File: config.mk
export PLATFORM = sky130hd
export DESIGN_NAME = lab4_branch_update_queue_flat
export DESIGN_NICKNAME = d
export VERILOG_FILES = /design/src/rtl/lab4_branch_update_queue_pkg.sv /design/src/rtl/lab4_branch_update_queue_if.sv /design/src/rtl/lab4_branch_uq_storage.sv /design/src/rtl/lab4_branch_update_queue.sv /design/src/flat_wrapper.sv
export SDC_FILE = /design/constraint.sdc
export NUM_CORES = 1
export LEC_CHECK = 0
export ABC_AREA = 1
export CORE_MARGIN = 3
export CORE_UTILIZATION = 35
export CTS_BUF_LIST = sky130_fd_sc_hd__clkbuf_4
export DETAILED_ROUTE_END_ITERATION = 12
export PLACE_DENSITY = 0.67
export SYNTH_ARGS = -nofsm -noshare
export SYNTH_HDL_FRONTEND = slang
export SYNTH_HIERARCHICAL = 1
export SYNTH_SLANG_ARGS = --single-unit
File: constraint.sdc
create_clock -name clk -period 3.6 [get_ports clk]
set_clock_uncertainty 0.2 [all_clocks]
set_input_delay 0.36 -clock clk [delete_from_list [all_inputs] [get_ports clk]]
set_output_delay 0.36 -clock clk [all_outputs]
set_load 0.02 [all_outputs]
File: src/rtl/lab4_branch_update_queue_pkg.sv
// Shared types for the branch update queue.
// Holds the PC width and the stored branch entry layout.
package lab4_branch_pkg;

  localparam int PC_W = 32;

  typedef struct packed {
    logic [PC_W-1:0] pc;
    logic            pred;
  } bq_entry_t;

endpackage

File: src/rtl/lab4_branch_update_queue_if.sv
// Fetch/execute/predictor side bundle of the branch update queue.
// master drives requests, slave is the queue itself.
interface lab4_branch_update_queue_if #(
    parameter int p_depth = 4
);
    import lab4_branch_pkg::*;

    logic                     alloc_val;
    logic                     alloc_rdy;
    logic [PC_W-1:0]          alloc_pc;
    logic                     alloc_pred;
    logic                     resolve_val;
    logic                     resolve_taken;
    logic                     resolve_rdy;
    logic                     flush;
    logic                     update_en;
    logic                     update_val;
    logic [PC_W-1:0]          update_pc;
    logic                     mispredict;
    logic [$clog2(p_depth):0] count;

    modport master (
        output alloc_val, alloc_pc, alloc_pred,
        output resolve_val, resolve_taken, flush,
        input  alloc_rdy, resolve_rdy,
        input  update_en, update_val, update_pc,
        input  mispredict, count
    );

    modport slave (
        input  alloc_val, alloc_pc, alloc_pred,
        input  resolve_val, resolve_taken, flush,
        output alloc_rdy, resolve_rdy,
        output update_en, update_val, update_pc,
        output mispredict, count
    );

endinterface

File: src/rtl/lab4_branch_uq_storage.sv
// Entry array for the branch update queue.
// One synchronous write port, one combinational read port.
module lab4_branch_uq_storage
    import lab4_branch_pkg::*;
#(
    parameter int p_depth = 4,
    localparam int PW = $clog2(p_depth)
) (
    input  logic          clk,
    input  logic          we,
    input  logic [PW-1:0] waddr,
    input  bq_entry_t     wdata,
    input  logic [PW-1:0] raddr,
    output bq_entry_t     rdata
);

    bq_entry_t mem [p_depth];

    always_ff @(posedge clk) begin
        if (we) begin
            mem[waddr] <= wdata;
        end
    end

    assign rdata = mem[raddr];

endmodule

File: src/rtl/lab4_branch_update_queue.sv
// In-flight branch queue feeding resolved outcomes back to the predictor.
// Define LAB4_BRANCH_UPDATE_QUEUE_STATS_EN for resolve/mispredict counters.
module lab4_branch_update_queue
    import lab4_branch_pkg::*;
#(
    parameter int p_depth = 4
) (
    input  logic                       clk,
    input  logic                       reset,
    lab4_branch_update_queue_if.slave  bus
`ifdef LAB4_BRANCH_UPDATE_QUEUE_STATS_EN
    ,
    output logic [31:0]                num_resolved,
    output logic [31:0]                num_mispred
`endif
);

    localparam int PW = $clog2(p_depth);

    logic [PW-1:0] head;
    logic [PW-1:0] tail;
    logic [PW:0]   cnt;
    logic          alloc_fire;
    logic          resolve_fire;
    bq_entry_t     wr_entry;
    bq_entry_t     rd_entry;

    assign bus.alloc_rdy   = (cnt != (PW+1)'(p_depth));
    assign bus.resolve_rdy = (cnt != '0);
    assign bus.count       = cnt;

    // flush wins over both handshakes
    assign alloc_fire   = bus.alloc_val & bus.alloc_rdy & ~bus.flush;
    assign resolve_fire = bus.resolve_val & bus.resolve_rdy & ~bus.flush;

    assign wr_entry.pc   = bus.alloc_pc;
    assign wr_entry.pred = bus.alloc_pred;

    lab4_branch_uq_storage #(
        .p_depth (p_depth)
    ) u_storage (
        .clk   (clk),
        .we    (alloc_fire),
        .waddr (tail),
        .wdata (wr_entry),
        .raddr (head),
        .rdata (rd_entry)
    );

    always_ff @(posedge clk or negedge reset) begin
        if (!reset) begin
            head <= '0;
            tail <= '0;
            cnt  <= '0;
        end else if (bus.flush) begin
            head <= '0;
            tail <= '0;
            cnt  <= '0;
        end else begin
            if (alloc_fire) begin
                tail <= tail + PW'(1);
            end
            if (resolve_fire) begin
                head <= head + PW'(1);
            end
            if (alloc_fire && !resolve_fire) begin
                cnt <= cnt + (PW+1)'(1);
            end else if (!alloc_fire && resolve_fire) begin
                cnt <= cnt - (PW+1)'(1);
            end
        end
    end

    always_ff @(posedge clk or negedge reset) begin
        if (!reset) begin
            bus.update_en  <= 1'b0;
            bus.update_val <= 1'b0;
            bus.update_pc  <= '0;
            bus.mispredict <= 1'b0;
        end else begin
            bus.update_en  <= resolve_fire;
            bus.mispredict <= resolve_fire &
                              (rd_entry.pred != bus.resolve_taken);
            if (resolve_fire) begin
                bus.update_val <= bus.resolve_taken;
                bus.update_pc  <= rd_entry.pc;
            end
        end
    end

`ifdef LAB4_BRANCH_UPDATE_QUEUE_STATS_EN
    // bumped on the same edge that raises update_en / mispredict
    always_ff @(posedge clk or negedge reset) begin
        if (!reset) begin
            num_resolved <= '0;
            num_mispred  <= '0;
        end else if (resolve_fire) begin
            num_resolved <= num_resolved + 32'd1;
            if (rd_entry.pred != bus.resolve_taken) begin
                num_mispred <= num_mispred + 32'd1;
            end
        end
    end
`endif

endmodule

File: src/flat_wrapper.sv
// flat-port wrapper written by rule: the top's interface ports become plain ports
module lab4_branch_update_queue_flat import lab4_branch_pkg::*;
#(
    parameter int p_depth = 4
)
  (clk, reset, bus_alloc_val, bus_alloc_pc, bus_alloc_pred, bus_resolve_val, bus_resolve_taken, bus_flush, bus_alloc_rdy, bus_resolve_rdy, bus_update_en, bus_update_val, bus_update_pc, bus_mispredict, bus_count);
  lab4_branch_update_queue_if #(.p_depth(p_depth)) bus_i ();
  input  logic clk;
  input  logic reset;
  input wire logic [$bits(bus_i.alloc_val)-1:0] bus_alloc_val;
  input wire logic [$bits(bus_i.alloc_pc)-1:0] bus_alloc_pc;
  input wire logic [$bits(bus_i.alloc_pred)-1:0] bus_alloc_pred;
  input wire logic [$bits(bus_i.resolve_val)-1:0] bus_resolve_val;
  input wire logic [$bits(bus_i.resolve_taken)-1:0] bus_resolve_taken;
  input wire logic [$bits(bus_i.flush)-1:0] bus_flush;
  output wire logic [$bits(bus_i.alloc_rdy)-1:0] bus_alloc_rdy;
  output wire logic [$bits(bus_i.resolve_rdy)-1:0] bus_resolve_rdy;
  output wire logic [$bits(bus_i.update_en)-1:0] bus_update_en;
  output wire logic [$bits(bus_i.update_val)-1:0] bus_update_val;
  output wire logic [$bits(bus_i.update_pc)-1:0] bus_update_pc;
  output wire logic [$bits(bus_i.mispredict)-1:0] bus_mispredict;
  output wire logic [$bits(bus_i.count)-1:0] bus_count;
  assign bus_i.alloc_val = bus_alloc_val;
  assign bus_i.alloc_pc = bus_alloc_pc;
  assign bus_i.alloc_pred = bus_alloc_pred;
  assign bus_i.resolve_val = bus_resolve_val;
  assign bus_i.resolve_taken = bus_resolve_taken;
  assign bus_i.flush = bus_flush;
  assign bus_alloc_rdy = bus_i.alloc_rdy;
  assign bus_resolve_rdy = bus_i.resolve_rdy;
  assign bus_update_en = bus_i.update_en;
  assign bus_update_val = bus_i.update_val;
  assign bus_update_pc = bus_i.update_pc;
  assign bus_mispredict = bus_i.mispredict;
  assign bus_count = bus_i.count;
  lab4_branch_update_queue #(.p_depth(p_depth)) u_core (.clk(clk), .reset(reset), .bus(bus_i));
endmodule
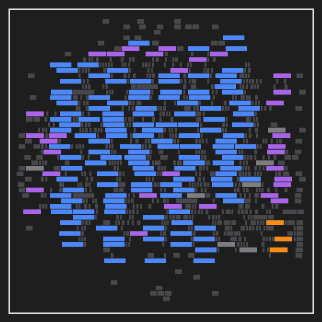
(images/registers.png)
Drawn at 2 px/um.
Key: blue = u_core/u_storage/mem [flops 132]; purple = u_core/bus.update_pc [flops 32]; orange = u_core/bus.count [flops 3]
Another 7 sequential cells are not coloured.
sequential fraction of total cell area: 0.573
final standard cell utilization of the core: 0.427
sequential logic power: 0.00259 W
total area of sequential cells: 5020 um^2

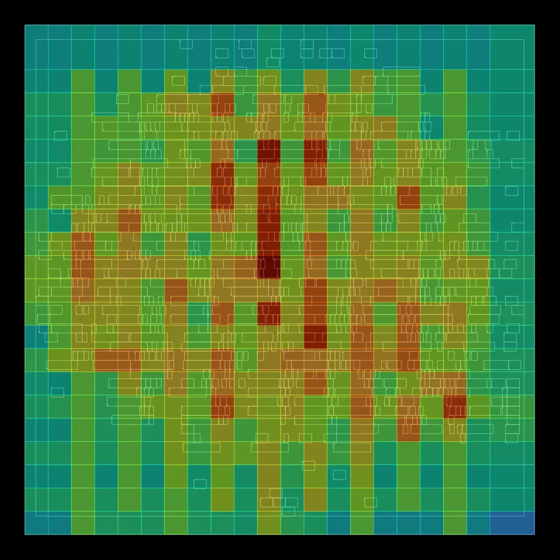
(images/final_congestion.png)
global-route met2 utilization: 0.240
GRT Total Usage: 0.143
met1 layer usage reported by global route: 0.182

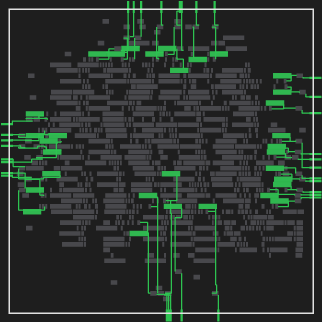
(images/port_nets.png)
Drawn at 2 px/um.
Key: green = bus_update_pc [bits 32, direction output, edge 11 right, 8 left, 8 top, 5 bottom, end cells 32, buffers 32, wire 1,000 um]
boundary pin count: 79
tally of buffers added on design ports: 78

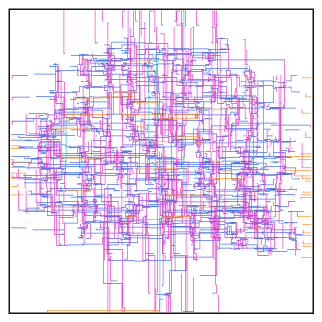
(images/metal_stack.png)
Drawn at 2 px/um.
Key: blue = met1 [wire length 6,970 um]; cyan = met4 [wire length 263 um]; magenta = met2 [wire length 7,570 um]; orange = met3 [wire length 837 um]

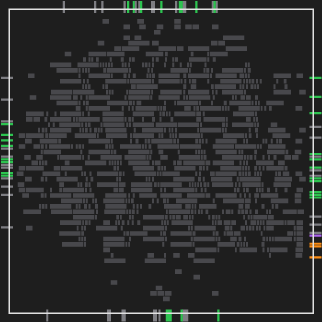
(images/pins.png)
Drawn at 2 px/um. Pins as bars across the die edge, other pins in grey.
Key: orange = bus_count [pins 3, direction output, edge right]; green = bus_update_pc [pins 32, direction output, edge 11 right, 8 left, 8 top, 5 bottom]; purple = bus_alloc_val [pins 1, direction input, edge right]
All pins by edge: 23 right, 21 top, 19 left, 16 bottom.
die boundary height: 151 um
die boundary width: 151 um

## per-layer routing
metal  vias to the layer above  global-route usage
li1                       2438                   -
met1                      2254               0.182
met2                       141               0.240
met3                        15              0.0308
met4                         0              0.0499
met5                         -                   0
## flip-flops by register name (all words and copies together) (netlist names)
| signal | count |
|---|---|
| u_core/u_storage/mem | 132 |
| u_core/bus.mispredict | 1 |
| u_core/bus.update_val | 1 |
| u_core/bus.count | 3 |
| u_core/bus.update_pc | 32 |
| u_core/bus.update_en | 1 |
| u_core/tail | 2 |
| u_core/head | 2 |
## stage by stage
stage	instance area, um^2	hold slack, ps	setup TNS, ps
floorplan	7380	-136	-54060
global placement	8410	281	0
detailed placement	8410	291	0
CTS	8750	182	0
global route	8750	183	0
finish	8750	242	0
## cells in the final DEF (no fill, tap or decap), drive strengths merged
master,count
a21oi,4
buf,11
bufinv,4
clkbuf,17
clkdlybuf4s50,76
clkinv,6
clkinvlp,3
dfrtp,42
diode,1
dlygate4sd3,2
edfxtp,132
fa,1
inv,151
nand2,249
nand3,72
nor2,6
nor3,5
o21ai,35
o21bai,1
xnor2,2
## cell families after synthesis
logic type / count (synthesis) / share of synthesized area
fa+ha+maj: 1 / 0.00271
xor+xnor: 2 / 0.00237
compound gates: 40 / 0.0285
simple gates: 332 / 0.188
buf+inv: 181 / 0.0988
flops: 174 / 0.679
## critical path: stages, from the launching register on
cell and delay (ps):
dfrtp_1 510, inv_2 70, nand2_4 100, clkdlybuf4s50_1 600
## area by class of cell
class                      count  share of cell area
sequential                   174               0.573
multi-input combinational    375               0.189
timing repair buffer          89              0.0981
inverter                     149              0.0639
tap                          270              0.0386
clock inverter                15              0.0222
clock buffer                  17              0.0146
antenna                        1            0.000286
## power by group
group          internal, W  switching [W]
clock             0.000550       0.000662
combinational     0.000693        0.00114
sequential         0.00245       0.000142
==> summary.txt <==
The run has ended; figures from its reports follow.

The flow ran to the end, and the final reports show no timing, DRC or antenna violations. In the synthesized netlist the async set-or-reset flop fraction comes to 0.241. The count of vias placed by the detailed router is 4,848. Data arrives at the worst endpoint at around 1800 ps. For this run, the number of standard cells in the final layout without fillers is about 1,100.

Counting instances in the post-synthesis netlist gives the leading cell types as nand2_1, inv_1, edfxtp_1. Along the worst path, the maximum fanout reaches 6. The routed design shows a via density per instance of 4.45. The final layout net count is about 850. The number of remaining DRC errors is 0. The post-route worst setup slack is about 1200 ps.

Per STA, the startpoint of the critical path is u_core/bus.count[2]. The detailed router reports a met2 wire length of approximately 7.6 mm. The synthesis stats list as the most numerous cell nand2_1. The final-report max-slew violation count came out at 0.

After synthesis, the chip area reported by Yosys is ~7400 um^2. The final timing summary puts the cycle share of the worst path at 0.660. The floorplan core density came out at 0.360. Yosys mapped a number of flops with a built-in enable equal to around 130. The congestion estimate from routability-driven global placement came to between 0.7 and 0.8.

Per the post-route antenna check, the number of violating nets is 0. The floorplan core area came out at ~20,000 um^2. Per STA, the endpoint of the critical path is bus_resolve_rdy. The count of tool warnings is 27.

The post-cts resize count is 0. The worst register-to-register path begins at u_core/bus.count[2]. The number of buffers inserted for hold repair after clock tree synthesis came out at 2.

Per the layout report, the design carries around 1,900 filler cells. The internal reg-to-reg setup slack is 1390 ps. The total met3 wirelength after detailed routing is between 800 and 900 um. The total of max-cap violations came out at 0.

Setup repair after global routing left no endpoint under its margin. The root buffer cell chosen for the clock tree is clkbuf_4. The routed length per placed instance is about 14 um. The number of storage elements in the synthesis netlist is 174. The H-tree depth is 4.

The total setup buffers inserted after CTS is 0. The data required time reported for the critical path is a little over 3000 ps. The launch point of the worst min-delay path is recorded as bus_alloc_pc[30]. Logged for this run, the post-placement worst setup slack is about 1100 ps. The clock-pin slew reported for the worst setup and hold paths after clock tree synthesis is between 100 and 150 ps. The number of cells traversed by the worst register-to-register path came out at 12. The instance count along the most critical hold path came out at 1.

The relative slew slack came out at 0.284. The total wire length came out at 15.6 mm. The class of the tightest hold or removal check is in2reg.

The via count of the first global-routing pass is approximately 4,700. Based on the critical path, the design can be clocked at up to between 400 and 500 MHz. The path type of the worst setup path is reg2out. For this block, the initial DRC count from the detailed router was between 300 and 400. The clock insertion delay at the later pin of the skew report is 540 ps. The mapped netlist covers 7380 um^2. Per Yosys stat, the portion of area used by sequential elements is 0.679.

The count of endpoints failing setup in the final report came out at 0. TritonCTS created 17 clock buffers. The share of Yosys cell area claimed by the top area cell type came out at 0.537. The worst-case vdd ir drop is roughly 0.00029 V. The layout report lists the multi-input gate area as 1660 um^2.

For this block, wires on met1 add up to about 7.0 mm. The first TritonRoute pass finished after 5 iterations. The first-pass GRT wire length came out at about 25 mm. The transition time at the pin with the least slew margin is 1070 ps. The main area contributors are edfxtp_1, dfrtp_1, nand2_1, inv_1, nand3_1.

The half-perimeter wire length of the detailed placement result is between 9 and 10 mm. After detailed routing, no signal wire sits above met4. The number of placed instances, taps included, is about 1,100. The synthesized design spends more area on one cell type than any other, namely edfxtp_1. The global-route congestion overflow total came out at 0. In this run the critical register-to-register path is captured at u_core/bus.count[2]. Yosys stat counts between 700 and 800 cells in the synthesized netlist.

STA classifies the critical path startpoint as a flop. The number of nets handed over by synthesis was between 700 and 800. The TritonCTS clock tree is yes.

The clock tree buffer depth is 2. The post-synthesis average cell area came out at 10.1 um^2.
Power and IR drop assume default switching activity.
